Run 1, layout detail:
Bar = 5 microns. Region (61, 90) to (81, 110) microns. Cells in gray, sequential cells in the stronger gray; small squares are vias.
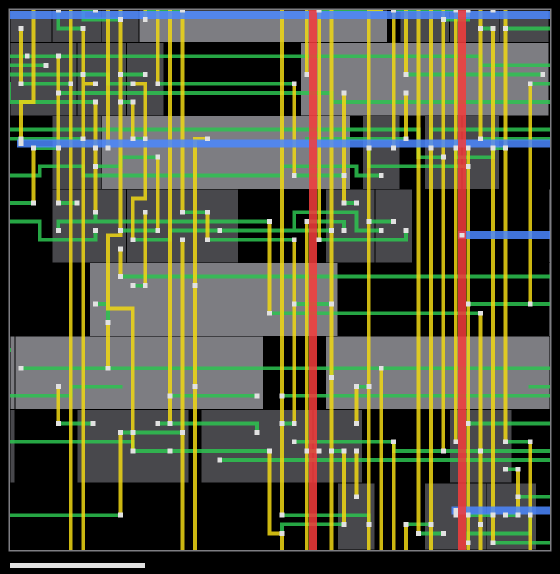
Run 1, metal layers overlaid:
Bar = 50 microns.
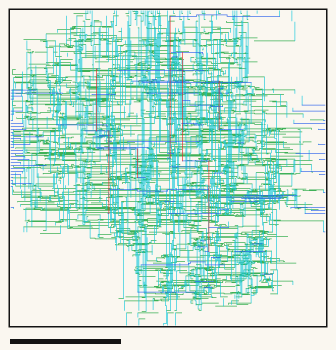
Run 1, gate families picked out:
Bar = 50 microns.
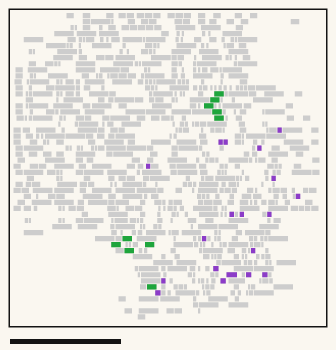
==> src/rtl/cmd_decoder_multi.sv <==
// Byte-oriented command decoder for NCH DDS channels: LOAD/ENABLE/DISABLE/SET/READ/SET_ALL
// with ACK/NAK responses over a busy-gated UART transmit handshake.
module cmd_decoder_multi #(
  parameter int unsigned NCH     = 2,
  parameter int unsigned WIDTH   = 32,
  parameter int unsigned TIMEOUT = 1000000
) (
  input  logic                 clk,
  input  logic                 rst_n,
  input  logic                 received,
  input  logic [7:0]           rx_byte,
  input  logic                 tx_busy,
  output logic                 transmit,
  output logic [7:0]           tx_byte,
  output logic [NCH-1:0]       en,
  output logic [NCH*WIDTH-1:0] m,
  output logic [NCH-1:0]       set
);

  localparam int unsigned NB  = WIDTH / 8;
  localparam int unsigned BCW = $clog2(NB + 1);
  localparam int unsigned TCW = $clog2(TIMEOUT + 1);

  localparam logic [7:0] ACK = 8'h41;
  localparam logic [7:0] NAK = 8'h4E;

  localparam logic [3:0] OP_LOAD    = 4'h1;
  localparam logic [3:0] OP_ENABLE  = 4'h2;
  localparam logic [3:0] OP_DISABLE = 4'h3;
  localparam logic [3:0] OP_SET     = 4'h4;
  localparam logic [3:0] OP_READ    = 4'h5;
  localparam logic [3:0] OP_SET_ALL = 4'h6;

  typedef enum logic [2:0] {
    IDLE    = 3'd0,
    PAYLOAD = 3'd1,
    EXEC    = 3'd2,
    READ_TX = 3'd3,
    RESP    = 3'd4,
    WAIT_TX = 3'd5
  } state_t;

  state_t             state_q, state_d;
  logic [3:0]         op_q, op_d;
  logic [3:0]         ch_q, ch_d;
  logic [WIDTH-1:0]   stage_q, stage_d;
  logic [BCW-1:0]     bcnt_q, bcnt_d;
  logic [TCW-1:0]     tmo_q, tmo_d;
  logic [BCW-1:0]     rd_q, rd_d;
  logic [7:0]         resp_q, resp_d;
  logic               done_q, done_d;

  logic               transmit_d;
  logic [7:0]         tx_byte_d;
  logic [NCH-1:0]     en_d;
  logic [NCH*WIDTH-1:0] m_d;
  logic [NCH-1:0]     set_d;

  logic [3:0]         cmd_op_c;
  logic [3:0]         cmd_ch_c;
  logic               op_ok_c;
  logic               ch_ok_c;
  logic [WIDTH-1:0]   word_c;
  logic [WIDTH-1:0]   rd_word_c;
  logic [7:0]         rd_byte_c;

  assign cmd_op_c = rx_byte[7:4];
  assign cmd_ch_c = rx_byte[3:0];
  assign op_ok_c  = (cmd_op_c >= OP_LOAD) && (cmd_op_c <= OP_SET_ALL);
  assign ch_ok_c  = (32'(cmd_ch_c) < NCH);

  // State register
  always_ff @(posedge clk or negedge rst_n) begin
    if (!rst_n) state_q <= IDLE;
    else        state_q <= state_d;
  end

  // Next-state, datapath and output logic
  always_comb begin
    state_d    = state_q;
    op_d       = op_q;
    ch_d       = ch_q;
    stage_d    = stage_q;
    bcnt_d     = bcnt_q;
    tmo_d      = tmo_q;
    rd_d       = rd_q;
    resp_d     = resp_q;
    done_d     = done_q;
    en_d       = en;
    m_d        = m;
    set_d      = '0;
    transmit_d = 1'b0;
    tx_byte_d  = tx_byte;

    // Staging word with the incoming byte merged in at the current byte position
    word_c = stage_q;
    for (int b = 0; b < NB; b++) begin
      if (bcnt_q == BCW'(b)) word_c[b*8 +: 8] = rx_byte;
    end

    rd_word_c = '0;
    for (int c = 0; c < NCH; c++) begin
      if (ch_q == 4'(c)) rd_word_c = m[c*WIDTH +: WIDTH];
    end
    rd_byte_c = '0;
    for (int b = 0; b < NB; b++) begin
      if (rd_q == BCW'(b)) rd_byte_c = rd_word_c[b*8 +: 8];
    end

    unique case (state_q)
      IDLE: begin
        if (received) begin
          op_d   = cmd_op_c;
          ch_d   = cmd_ch_c;
          done_d = 1'b0;
          rd_d   = '0;
          if (op_ok_c && (ch_ok_c || (cmd_op_c == OP_SET_ALL))) begin
            if (cmd_op_c == OP_LOAD) begin
              state_d = PAYLOAD;
              stage_d = '0;
              bcnt_d  = '0;
              tmo_d   = '0;
            end else begin
              state_d = EXEC;
              if (cmd_op_c == OP_SET_ALL) begin
                set_d = '1;
              end else if (cmd_op_c == OP_SET) begin
                for (int c = 0; c < NCH; c++) set_d[c] = (cmd_ch_c == 4'(c));
              end
            end
          end else begin
            resp_d  = NAK;
            state_d = RESP;
          end
        end
      end

      PAYLOAD: begin
        if (received) begin
          tmo_d   = '0;
          stage_d = word_c;
          bcnt_d  = bcnt_q + BCW'(1);
          if (bcnt_q == BCW'(NB - 1)) begin
            for (int c = 0; c < NCH; c++) begin
              if (ch_q == 4'(c)) m_d[c*WIDTH +: WIDTH] = word_c;
            end
            stage_d = '0;
            bcnt_d  = '0;
            resp_d  = ACK;
            state_d = RESP;
          end
        end else if (tmo_q == TCW'(TIMEOUT - 1)) begin
          stage_d = '0;
          bcnt_d  = '0;
          tmo_d   = '0;
          resp_d  = NAK;
          state_d = RESP;
        end else begin
          tmo_d = tmo_q + TCW'(1);
        end
      end

      EXEC: begin
        resp_d  = ACK;
        state_d = RESP;
        unique case (op_q)
          OP_ENABLE: begin
            for (int c = 0; c < NCH; c++) if (ch_q == 4'(c)) en_d[c] = 1'b1;
          end
          OP_DISABLE: begin
            for (int c = 0; c < NCH; c++) if (ch_q == 4'(c)) en_d[c] = 1'b0;
          end
          OP_READ: begin
            rd_d    = '0;
            state_d = READ_TX;
          end
          default: ;
        endcase
      end

      READ_TX: begin
        if (!tx_busy) begin
          transmit_d = 1'b1;
          tx_byte_d  = rd_byte_c;
          rd_d       = rd_q + BCW'(1);
          state_d    = WAIT_TX;
        end
      end

      RESP: begin
        if (!tx_busy) begin
          transmit_d = 1'b1;
          tx_byte_d  = resp_q;
          done_d     = 1'b1;
          state_d    = WAIT_TX;
        end
      end

      WAIT_TX: begin
        // The transmit cycle itself never counts; the UART's busy shows up one cycle later
        if (!transmit && !tx_busy) begin
          if (done_q)                   state_d = IDLE;
          else if (rd_q == BCW'(NB))    state_d = RESP;
          else                          state_d = READ_TX;
        end
      end

      default: state_d = IDLE;
    endcase
  end

  // Datapath and registered outputs
  always_ff @(posedge clk or negedge rst_n) begin
    if (!rst_n) begin
      op_q     <= '0;
      ch_q     <= '0;
      stage_q  <= '0;
      bcnt_q   <= '0;
      tmo_q    <= '0;
      rd_q     <= '0;
      resp_q   <= '0;
      done_q   <= 1'b0;
      transmit <= 1'b0;
      tx_byte  <= '0;
      en       <= '0;
      m        <= '0;
      set      <= '0;
    end else begin
      op_q     <= op_d;
      ch_q     <= ch_d;
      stage_q  <= stage_d;
      bcnt_q   <= bcnt_d;
      tmo_q    <= tmo_d;
      rd_q     <= rd_d;
      resp_q   <= resp_d;
      done_q   <= done_d;
      transmit <= transmit_d;
      tx_byte  <= tx_byte_d;
      en       <= en_d;
      m        <= m_d;
      set      <= set_d;
    end
  end

endmodule

==> config.mk <==
export PLATFORM = sky130hd
export DESIGN_NAME = cmd_decoder_multi
export DESIGN_NICKNAME = d
export VERILOG_FILES = /design/src/rtl/cmd_decoder_multi.sv
export SDC_FILE = /design/constraint.sdc
export NUM_CORES = 1
export LEC_CHECK = 0
export CORE_UTILIZATION = 36
export CTS_BUF_LIST = sky130_fd_sc_hd__clkbuf_16
export CTS_CLUSTER_DIAMETER = 50
export DETAILED_ROUTE_END_ITERATION = 8
export GPL_ROUTABILITY_DRIVEN = 0
export SLEW_MARGIN = 25
export SYNTH_ARGS = -nofsm -noshare
export SYNTH_HDL_FRONTEND = slang
export SYNTH_SLANG_ARGS = --single-unit
==> constraint.sdc <==
create_clock -name clk -period 4.95 [get_ports clk]
set_input_delay 1.2375 -clock clk [delete_from_list [all_inputs] [get_ports clk]]
set_output_delay 1.2375 -clock clk [all_outputs]
set_load 0.02 [all_outputs]
==> impl_metrics.tcl, run 1 <==
# yosys + openroad results
set metrics [dict create \
    fin_cells 1057 \
    hold_path_class "reg2reg" \
    clk_path_buf_depth 2 \
    logic_area_sq_um 3310 \
    syn_area_sq_um 7110 \
    edf_count 0 \
    cp.required_ns 5.27 \
    hold_violations 0 \
    ys_seq_share 0.499 \
    slew_headroom 0.376 \
    crit_start "rx_byte[3]" \
    cp_slowest_cell "clkdlybuf4s50_1" \
    status "completed" \
    top_layer_used "met4" \
    finalPower_mw 4.16 \
    aoi_share 0.183 \
    met2_length_microns 8870 \
    crit_buf_inv 1 \
    syn_area_per_cell_sq_um 10.1 \
    fin_hold_ws_ns 0.482 \
    post-route-cell-area_sq_um 8770 \
    area_growth_syn_to_layout_pct 23.3 \
    top_regs "m (64), stage_q (24), tmo_q (20)" \
    grt_setup_unrepaired "no" \
    post-place-cells 1025 \
    seq_area_sq_um 3550 \
    ys_sh_mux 0.111 \
    max_stage_delay_ns 0.64 \
    hold_start "tmo_q[19]$_DFFE_PN0P_" \
    period_used_share 0.703 \
    first_pass_iters 5 \
    met1_usage 0.302 \
    power-top-group "sequential cells" \
    dp_hpwl_microns 13900 \
    clkTransAtPathRegs_ns 0.07 \
    drtIter0Drc 369 \
    crit_type "in2reg" \
    r2r-start "state_q[2]$_DFFE_PN0P_" \
]
Back to the opening pictures, 'layout detail':
color	layer
yellow	met2
blue	met3
red	met4
green	met1
sequential cells in the window	5
most frequent	nand2_1 (5), dfrtp_1 (5), o21ai_0 (4)
netlist names of flops here include	m (5)
cells with their middle in the window	23

Back to the opening pictures, 'metal layers overlaid':
color	layer	wire length
red	met4	254 microns
green	met1	9,860 microns
blue	met3	979 microns
cyan	met2	8,870 microns
GRT Resource Usage Total: 0.205
Routed WL: 20,000 microns
Via Count: 5,695
Avg WL per Cell: 18.9 microns

Back to the opening pictures, 'gate families picked out':
color	family	cells	most used
green	adder and majority cells	10	ha_1
purple	AND and OR gates	19	or3_1
Comb area share: 0.377
Top cell excl fill/tap: dfrtp_1

==> run 1 -> run 2 <==
==> constraint.sdc (replaced) <==
create_clock -name clk -period 3.35 [get_ports clk]
set_input_delay 0.8375 -clock clk [delete_from_list [all_inputs] [get_ports clk]]
set_output_delay 0.8375 -clock clk [all_outputs]
set_load 0.02 [all_outputs]
Run 2, congestion heat map:
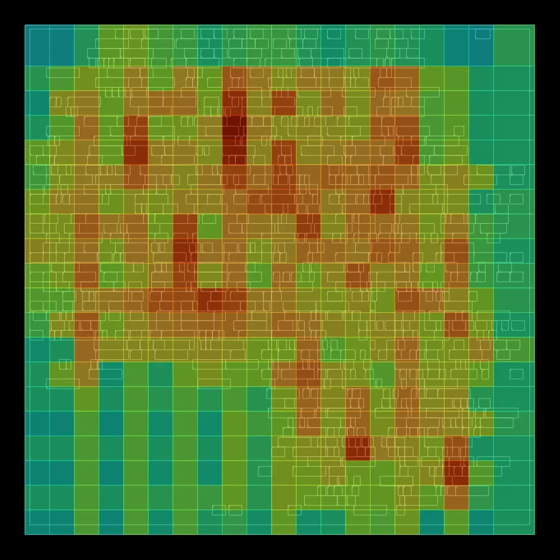
Finished Core Util: 0.459
met3 usage: 0.0340
grt met2 use: 0.293

==> impl_metrics.tcl, run 2 <==
# yosys + openroad results
set metrics [dict create \
    status "completed" \
    post-place-cells 1036 \
    r2r-start "tmo_q[13]$_DFFE_PN0P_" \
    ys_seq_share 0.499 \
    seq_area_sq_um 3550 \
    fin_crit_ns 2.48 \
    largest_class "registers" \
    met1_usage 0.319 \
    reg2reg_slack_ns 0.88 \
    slew_headroom 0.535 \
    numSequentialCells 142 \
    met2_length_microns 8650 \
    pre_cts_ws_ns 0.444 \
    track_usage 0.207 \
    dieWidth_microns 143 \
    power-top-group "sequential cells" \
    cp.required_ns 3.66 \
    period_used_share 0.739 \
    dp_hpwl_microns 14100 \
    crit_start "rx_byte[3]" \
    largest_reg_flops 64 \
    hold_path_class "in2async" \
    cts_sinks 142 \
    drc 0 \
    ys_sh_mux 0.111 \
    crit_type "in2reg" \
    synth_stat.cells 704 \
    synth_top_area_share 0.499 \
    cp-start-kind "primary input" \
    clock_area_frac 0.0646 \
    drtIter0Drc 483 \
    top_regs "m (64), stage_q (24), tmo_q (20)" \
    numCtsBuffers 17 \
    p_clk_frac 0.297 \
    first_pass_iters 5 \
    clockRootBuffer "clkbuf_16" \
    max_stage_delay_ns 0.44 \
    fin_skew_ns 0.0105 \
    syn_area_per_cell_sq_um 10.1 \
    aoi_share 0.183 \
    grt_max_degree 62 \
    synth_nets 726 \
    fp-utilization 0.367 \
    finalPower_mw 6.29 \
    drv_cap 0 \
    edf_count 0 \
    hold_violations 0 \
    top_layer_used "met4" \
    path_cells "clkdlybuf4s50_1, nor3_2, buf_4, a41oi_1, nor2_4, nand3_1, a22o_1" \
    rows 51 \
    htreeDepth 4 \
    synth.comb.largest_family "AND-OR/OR-AND gates" \
    layout_top_cell "dfrtp_1" \
    p_int_mw 3.93 \
    area_growth_syn_to_layout_pct 25.3 \
    synth.area.top_cells "dfrtp_1, mux2_2, o21ai_0" \
    endpoint "stage_q[3]$_DFFE_PN0P_" \
    cp_slowest_cell "clkdlybuf4s50_1" \
    logic_area_sq_um 3310 \
    clk_path_buf_depth 2 \
    grt_setup_unrepaired "no" \
    fin_hold_ws_ns 0.388 \
    final_cell_mix "dfrtp_1, nand2_1, clkdlybuf4s50_1" \
    clkTransAtPathRegs_ns 0.07 \
    post-route-cell-area_sq_um 8910 \
    wl_microns 20100 \
    syn_area_sq_um 7110 \
    drt-wirelength-per-cell_microns 18.8 \
    place_area_sq_um 8340 \
    die_y_microns 143 \
    num_vias 5774 \
    crit_buf_inv 2 \
]
Run 2, gate families picked out:
Bar = 50 microns.
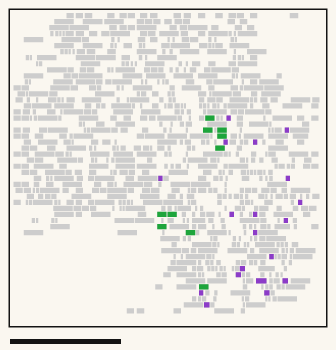
color	family	cells	most used
purple	AND and OR gates	19	or3_1
green	adder and majority cells	10	ha_1
Post-Layout Cell Count: 1,068
Comb area share: 0.371

Power and IR drop assume default switching activity.
